File: src/rtl/riscv_pkg.sv
// Shared types for the RV32I pipeline: halt FSM states, the E-stage control word,
// its bubble value and the valid-qualification helper.
package riscv_pkg;

  localparam int unsigned REG_IDX_W = 5;

  typedef enum logic [1:0] {
    RUN,
    DRAIN,
    HALT
  } halt_state_t;

  typedef struct packed {
    logic       valid;
    logic       reg_write;
    logic [1:0] result_src;
    logic       mem_write;
    logic       jump;
    logic       branch;
    logic [1:0] alu_src;
    logic [3:0] alu_control;
    logic [2:0] funct3;
    logic       ecall;
    logic       ebreak;
  } ctrl_e_t;

  localparam ctrl_e_t CTRL_NOP = '0;

  // Side-effecting bits of an invalid D-stage slot must never reach E.
  function automatic ctrl_e_t qualify_ctrl(ctrl_e_t c);
    ctrl_e_t q;
    q           = c;
    q.reg_write = c.reg_write & c.valid;
    q.mem_write = c.mem_write & c.valid;
    q.jump      = c.jump & c.valid;
    q.branch    = c.branch & c.valid;
    q.ecall     = c.ecall & c.valid;
    q.ebreak    = c.ebreak & c.valid;
    return q;
  endfunction

endpackage

File: src/rtl/id_ex_halt_fsm.sv
// ECALL/EBREAK drain-and-halt controller. Once a trap is captured into E it counts
// DRAIN_CYCLES unstalled edges so the trap can retire through M and W, then halts
// until reset.
module id_ex_halt_fsm
  import riscv_pkg::*;
#(
  parameter int DRAIN_CYCLES = 3
) (
  input  logic clk,
  input  logic rst_n,
  input  logic capture,   // trap instruction loaded into E this edge
  input  logic advance,   // edge is not stalled
  output logic halt_req,
  output logic halted
);

  localparam int unsigned CntW = $clog2(DRAIN_CYCLES + 1);
  localparam logic [CntW-1:0] CntInit = CntW'(DRAIN_CYCLES - 1);

  if (DRAIN_CYCLES < 1) begin : gen_bad_drain
    $error("id_ex_halt_fsm: DRAIN_CYCLES must be at least 1");
  end

  halt_state_t     state;
  logic [CntW-1:0] cnt;

  // State, drain counter and registered Halted flag.
  always_ff @(posedge clk) begin
    if (!rst_n) begin
      state  <= RUN;
      cnt    <= '0;
      halted <= 1'b0;
    end else begin
      unique case (state)
        RUN: begin
          if (capture) begin
            state <= DRAIN;
            cnt   <= CntInit;
          end
        end
        DRAIN: begin
          if (advance) begin
            if (cnt == '0) begin
              state  <= HALT;
              halted <= 1'b1;
            end else begin
              cnt <= cnt - 1'b1;
            end
          end
        end
        HALT: halted <= 1'b1;
        default: state <= RUN;
      endcase
    end
  end

  // Front end stays frozen from the moment the trap is in E.
  always_comb begin
    halt_req = (state == DRAIN) || (state == HALT);
  end

endmodule

File: src/rtl/id_ex_reg.sv
// ID/EX pipeline register with stall, flush/bubble, valid bit and trap drain-and-halt.
// Optional feature macro: ID_EX_PERF_CNT_EN adds IssueCnt/BubbleCnt counters.
module id_ex_reg
  import riscv_pkg::*;
#(
  parameter int unsigned XLEN         = 32,
  parameter int          DRAIN_CYCLES = 3
) (
  input  logic                 clk,
  input  logic                 rst_n,
  input  logic                 StallE,
  input  logic                 FlushE,
  input  logic                 ValidD,
  input  logic                 RegWriteD,
  input  logic [1:0]           ResultSrcD,
  input  logic                 MemWriteD,
  input  logic                 JumpD,
  input  logic                 BranchD,
  input  logic [1:0]           ALUSrcD,
  input  logic [3:0]           ALUControlD,
  input  logic [2:0]           funct3D,
  input  logic                 EcallD,
  input  logic                 EbreakD,
  input  logic [XLEN-1:0]      RD1D,
  input  logic [XLEN-1:0]      RD2D,
  input  logic [XLEN-1:0]      PCD,
  input  logic [XLEN-1:0]      PCPlus4D,
  input  logic [XLEN-1:0]      ImmExtD,
  input  logic [REG_IDX_W-1:0] Rs1D,
  input  logic [REG_IDX_W-1:0] Rs2D,
  input  logic [REG_IDX_W-1:0] RdD,
  output logic                 ValidE,
  output logic                 RegWriteE,
  output logic [1:0]           ResultSrcE,
  output logic                 MemWriteE,
  output logic                 JumpE,
  output logic                 BranchE,
  output logic [1:0]           ALUSrcE,
  output logic [3:0]           ALUControlE,
  output logic [2:0]           funct3E,
  output logic                 EcallE,
  output logic                 EbreakE,
  output logic [XLEN-1:0]      RD1E,
  output logic [XLEN-1:0]      RD2E,
  output logic [XLEN-1:0]      PCE,
  output logic [XLEN-1:0]      PCPlus4E,
  output logic [XLEN-1:0]      ImmExtE,
  output logic [REG_IDX_W-1:0] Rs1E,
  output logic [REG_IDX_W-1:0] Rs2E,
  output logic [REG_IDX_W-1:0] RdE,
`ifdef ID_EX_PERF_CNT_EN
  output logic [31:0]          IssueCnt,
  output logic [31:0]          BubbleCnt,
`endif
  output logic                 HaltReq,
  output logic                 Halted
);

  typedef struct packed {
    logic [XLEN-1:0]      rd1;
    logic [XLEN-1:0]      rd2;
    logic [XLEN-1:0]      pc;
    logic [XLEN-1:0]      pc_plus4;
    logic [XLEN-1:0]      imm_ext;
    logic [REG_IDX_W-1:0] rs1;
    logic [REG_IDX_W-1:0] rs2;
    logic [REG_IDX_W-1:0] rd;
  } data_e_t;

  ctrl_e_t ctrl_raw, ctrl_d, ctrl_q;
  data_e_t data_d, data_q;
  logic    bubble;
  logic    trap_capture;

  // Gather D-stage fields into the E-stage word, qualifying control by ValidD.
  always_comb begin
    ctrl_raw             = CTRL_NOP;
    ctrl_raw.valid       = ValidD;
    ctrl_raw.reg_write   = RegWriteD;
    ctrl_raw.result_src  = ResultSrcD;
    ctrl_raw.mem_write   = MemWriteD;
    ctrl_raw.jump        = JumpD;
    ctrl_raw.branch      = BranchD;
    ctrl_raw.alu_src     = ALUSrcD;
    ctrl_raw.alu_control = ALUControlD;
    ctrl_raw.funct3      = funct3D;
    ctrl_raw.ecall       = EcallD;
    ctrl_raw.ebreak      = EbreakD;
    ctrl_d               = qualify_ctrl(ctrl_raw);
    data_d = '{rd1: RD1D, rd2: RD2D, pc: PCD, pc_plus4: PCPlus4D, imm_ext: ImmExtD,
               rs1: Rs1D, rs2: Rs2D, rd: RdD};
  end

  // Once halted, E is held at a bubble regardless of what the hazard unit asks.
  always_comb begin
    bubble       = FlushE | Halted;
    trap_capture = !bubble && !StallE && ValidD && (EcallD || EbreakD);
  end

  // E-stage register bank: reset > bubble > stall > load.
  always_ff @(posedge clk) begin
    if (!rst_n) begin
      ctrl_q <= CTRL_NOP;
      data_q <= '0;
    end else if (bubble) begin
      ctrl_q <= CTRL_NOP;
      data_q <= '0;
    end else if (!StallE) begin
      ctrl_q <= ctrl_d;
      data_q <= data_d;
    end
  end

  id_ex_halt_fsm #(
    .DRAIN_CYCLES(DRAIN_CYCLES)
  ) u_halt_fsm (
    .clk     (clk),
    .rst_n   (rst_n),
    .capture (trap_capture),
    .advance (!StallE),
    .halt_req(HaltReq),
    .halted  (Halted)
  );

`ifdef ID_EX_PERF_CNT_EN
  logic [31:0] issue_cnt_q, bubble_cnt_q;

  // Count what each edge loads into E; stalled edges load nothing.
  always_ff @(posedge clk) begin
    if (!rst_n) begin
      issue_cnt_q  <= '0;
      bubble_cnt_q <= '0;
    end else if (bubble) begin
      bubble_cnt_q <= bubble_cnt_q + 32'd1;
    end else if (!StallE) begin
      if (ValidD) issue_cnt_q <= issue_cnt_q + 32'd1;
      else        bubble_cnt_q <= bubble_cnt_q + 32'd1;
    end
  end

  assign IssueCnt  = issue_cnt_q;
  assign BubbleCnt = bubble_cnt_q;
`endif

  assign ValidE      = ctrl_q.valid;
  assign RegWriteE   = ctrl_q.reg_write;
  assign ResultSrcE  = ctrl_q.result_src;
  assign MemWriteE   = ctrl_q.mem_write;
  assign JumpE       = ctrl_q.jump;
  assign BranchE     = ctrl_q.branch;
  assign ALUSrcE     = ctrl_q.alu_src;
  assign ALUControlE = ctrl_q.alu_control;
  assign funct3E     = ctrl_q.funct3;
  assign EcallE      = ctrl_q.ecall;
  assign EbreakE     = ctrl_q.ebreak;
  assign RD1E        = data_q.rd1;
  assign RD2E        = data_q.rd2;
  assign PCE         = data_q.pc;
  assign PCPlus4E    = data_q.pc_plus4;
  assign ImmExtE     = data_q.imm_ext;
  assign Rs1E        = data_q.rs1;
  assign Rs2E        = data_q.rs2;
  assign RdE         = data_q.rd;

endmodule
File: config.mk
export PLATFORM = sky130hd
export DESIGN_NAME = id_ex_reg
export DESIGN_NICKNAME = d
export VERILOG_FILES = /design/src/rtl/riscv_pkg.sv /design/src/rtl/id_ex_halt_fsm.sv /design/src/rtl/id_ex_reg.sv
export SDC_FILE = /design/constraint.sdc
export NUM_CORES = 1
export LEC_CHECK = 0
export CAP_MARGIN = 20
export CORE_AREA = 2 2 153 155
export CTS_BUF_LIST = sky130_fd_sc_hd__clkbuf_2
export CTS_CLUSTER_DIAMETER = 60
export DETAILED_ROUTE_END_ITERATION = 7
export DIE_AREA = 0 0 155 157
export PLACE_DENSITY = 0.69
export SLEW_MARGIN = 20
export SYNTH_ARGS = -nofsm -noshare
export SYNTH_HDL_FRONTEND = slang
export SYNTH_SLANG_ARGS = --single-unit
export TNS_END_PERCENT = 50
File: constraint.sdc
create_clock -name clk -period 3.1 [get_ports clk]
set_input_delay 0.62 -clock clk [delete_from_list [all_inputs] [get_ports clk]]
set_output_delay 0.62 -clock clk [all_outputs]
set_load 0.05 [all_outputs]
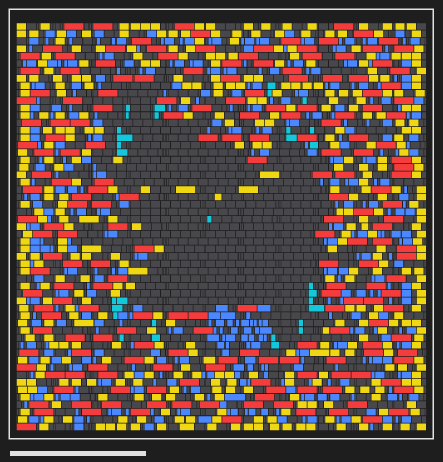
(cell classes on the final placement)
The bar under the picture is 50 um long. Fill, decap, tap and diode cells in gray.
blue -> combinational and other logic  # cells 424, share of their area 26%
yellow -> remaining buffers and delay cells  # cells 403, share of their area 37%
red -> sequential cells  # cells 198, share of their area 35%
cyan -> clock drivers and dummy loads  # cells 31, share of their area 2.0%

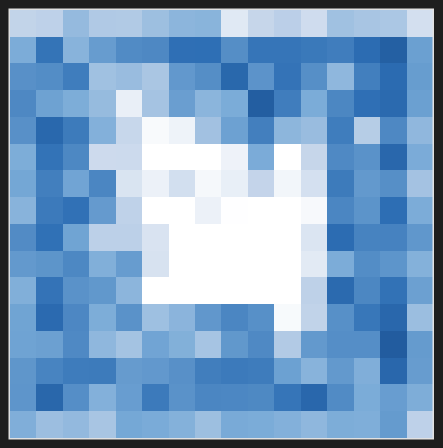
(local utilization)
16 x 16 tiles, from white (low) to dark blue (high), 0 to 100% covered.
mean over tiles = 46%
emptiest ninth of the die = middle
tiles over 75% full = 6.6%
nearly empty tiles = 9.8%
fullest tile = 82%

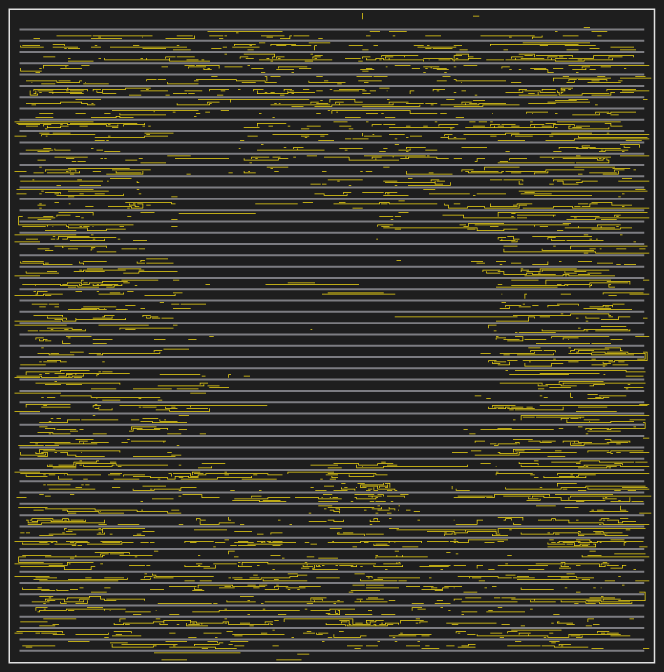
(met1 routing)
Supply wires on this layer in gray.
share of all routed wire = 40%
main direction = horizontal
wire length on this layer = 8500 um
longest straight run = 35.9 um
nets with wire on the layer = 1092

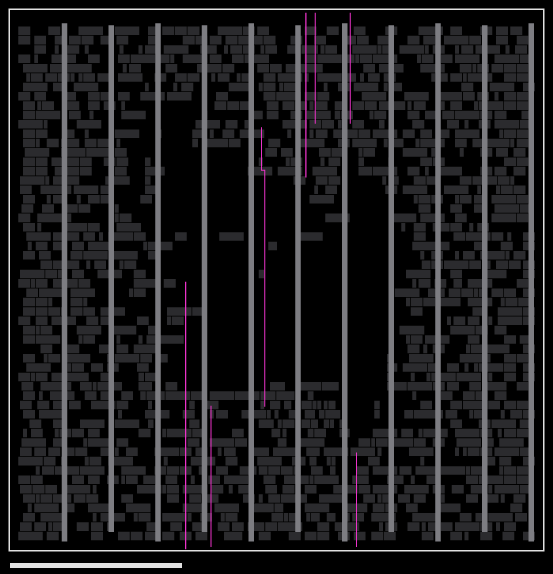
(metal 4)
The bar under the picture is 50 um long. Supply wires on this layer in gray. Cells faint in the background.
nets with wire on the layer = 7
longest straight run = 77.5 um
main direction = vertical
share of all routed wire = 1.6%
wire length on this layer = 339 um

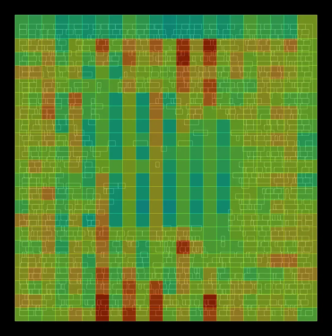
(congestion heat map)
grt peak-use layer: met2
Final Core Density: 51.54%
DR WL/cell: 15.68 um

==> reports/results.ini <==
[cells_and_area]
logic_area_um2 = 2915
fin_area_um2 = 11600
area_delta_synth_final_pct = 62.12
regArea_um2 = 3964
nonClkBufAreaFrac_pct = 35.45
ff_count = 198
antenna_cells = 1
comb_cells = 418
seq_area_share_pct = 34.17
clkbuf_count = 17
fill_cells = 2122
lay_top_cells = clkdlybuf4s50_1, dfxtp_1, nor2_1, mux2i_1, clkbuf_2
drive_gt1_share_pct = 4.830

[timing]
setup_tns_ns = 0
fin_skew_ns = 0.03760
timing.final.ws_setup_ns = 0.4768
rsz0062_at_grt = false
fin_crit_ns = 2.623
period_used_pct = 84.62
slew_viol_final = 0

[critical_path]
critical_path.endpoint = PCPlus4E[22]
crit_chain = clkdlybuf4s50_1
start_kind = flip-flop
critical_path_arrival_ns = 2.00
critPathBufInv = 1
critPathRequiredTime_ns = 2.48
path_max_fanout = 2
crit_start = PCPlus4E[22]$_SDFFE_PP0N_
slowest_stage = clkdlybuf4s50_1

[floorplan]
fp_util_pct = 31.79
io_pins = 392
core_um2 = 22500
dieArea_um2 = 24340

[global_route]
antenna_found_initial = 1
first_global_vias = 5733
grt_max_degree = 69
gr-usage-all-layers_pct = 16.50

[synth]
fp_nets = 868
ys_ff = 198
yosys.area_share.aoi_pct = 2.221
synth_area_um2 = 7154
ys_sh_xor_pct = 0

[routing]
finalWirelength_mm = 21.04
drc = 0
routed_via_density = 4.438
via_count = 5956
drtIter0Drc = 203

[run]
cap_violations = 0

[clock_tree]
postCtsSetupBuffers = 0
h-tree-depth = 4
cts_tree = done
postCtsHoldBufs = 0

[placement]
dp_slack_ns = 0.8840
gp_congestion = 0.7486
placed_cells = 1310
hpwl_mm = 15.61

[power_and_ir_drop]
power.share.sequential_pct = 53.3
p_per_area_nw_per_um2 = 435.6
ir_worst_vdd_mv = 0.1986
p_sw_mw = 1.623
swShare_pct = 32.12

[min_path]
holdCritPathClass = input port to flip-flop

[outcome]
status = completed

routing by layer:
| metal | GRT usage (%) | share of wire [%] |
|---|---|---|
| met5 | 0 | 0 |
| met4 | 5.159 | 1.6 |
| met3 | 7.159 | 10 |
| met2 | 28.04 | 48 |
| met1 | 18.75 | 40 |
cell usage after synthesis (2+ instances only):
cell type,instances,area (um2)
o21a_1,2,15.01
a22oi_1,6,45.04
mux2i_1,188,1882
ha_1,4,50.05
buf_2,7,35.03
nor2_1,194,728.2
dfxtp_1,198,3964
a21boi_1,2,15.01
nand3_1,3,15.01
buf_1,4,15.01
a21oi_1,2,10.01
clkbuf_1,14,52.55
nand2_1,4,15.01
inv_1,6,22.52
buf_4,18,135.1
buf_6,2,22.52
nor2_2,2,12.51
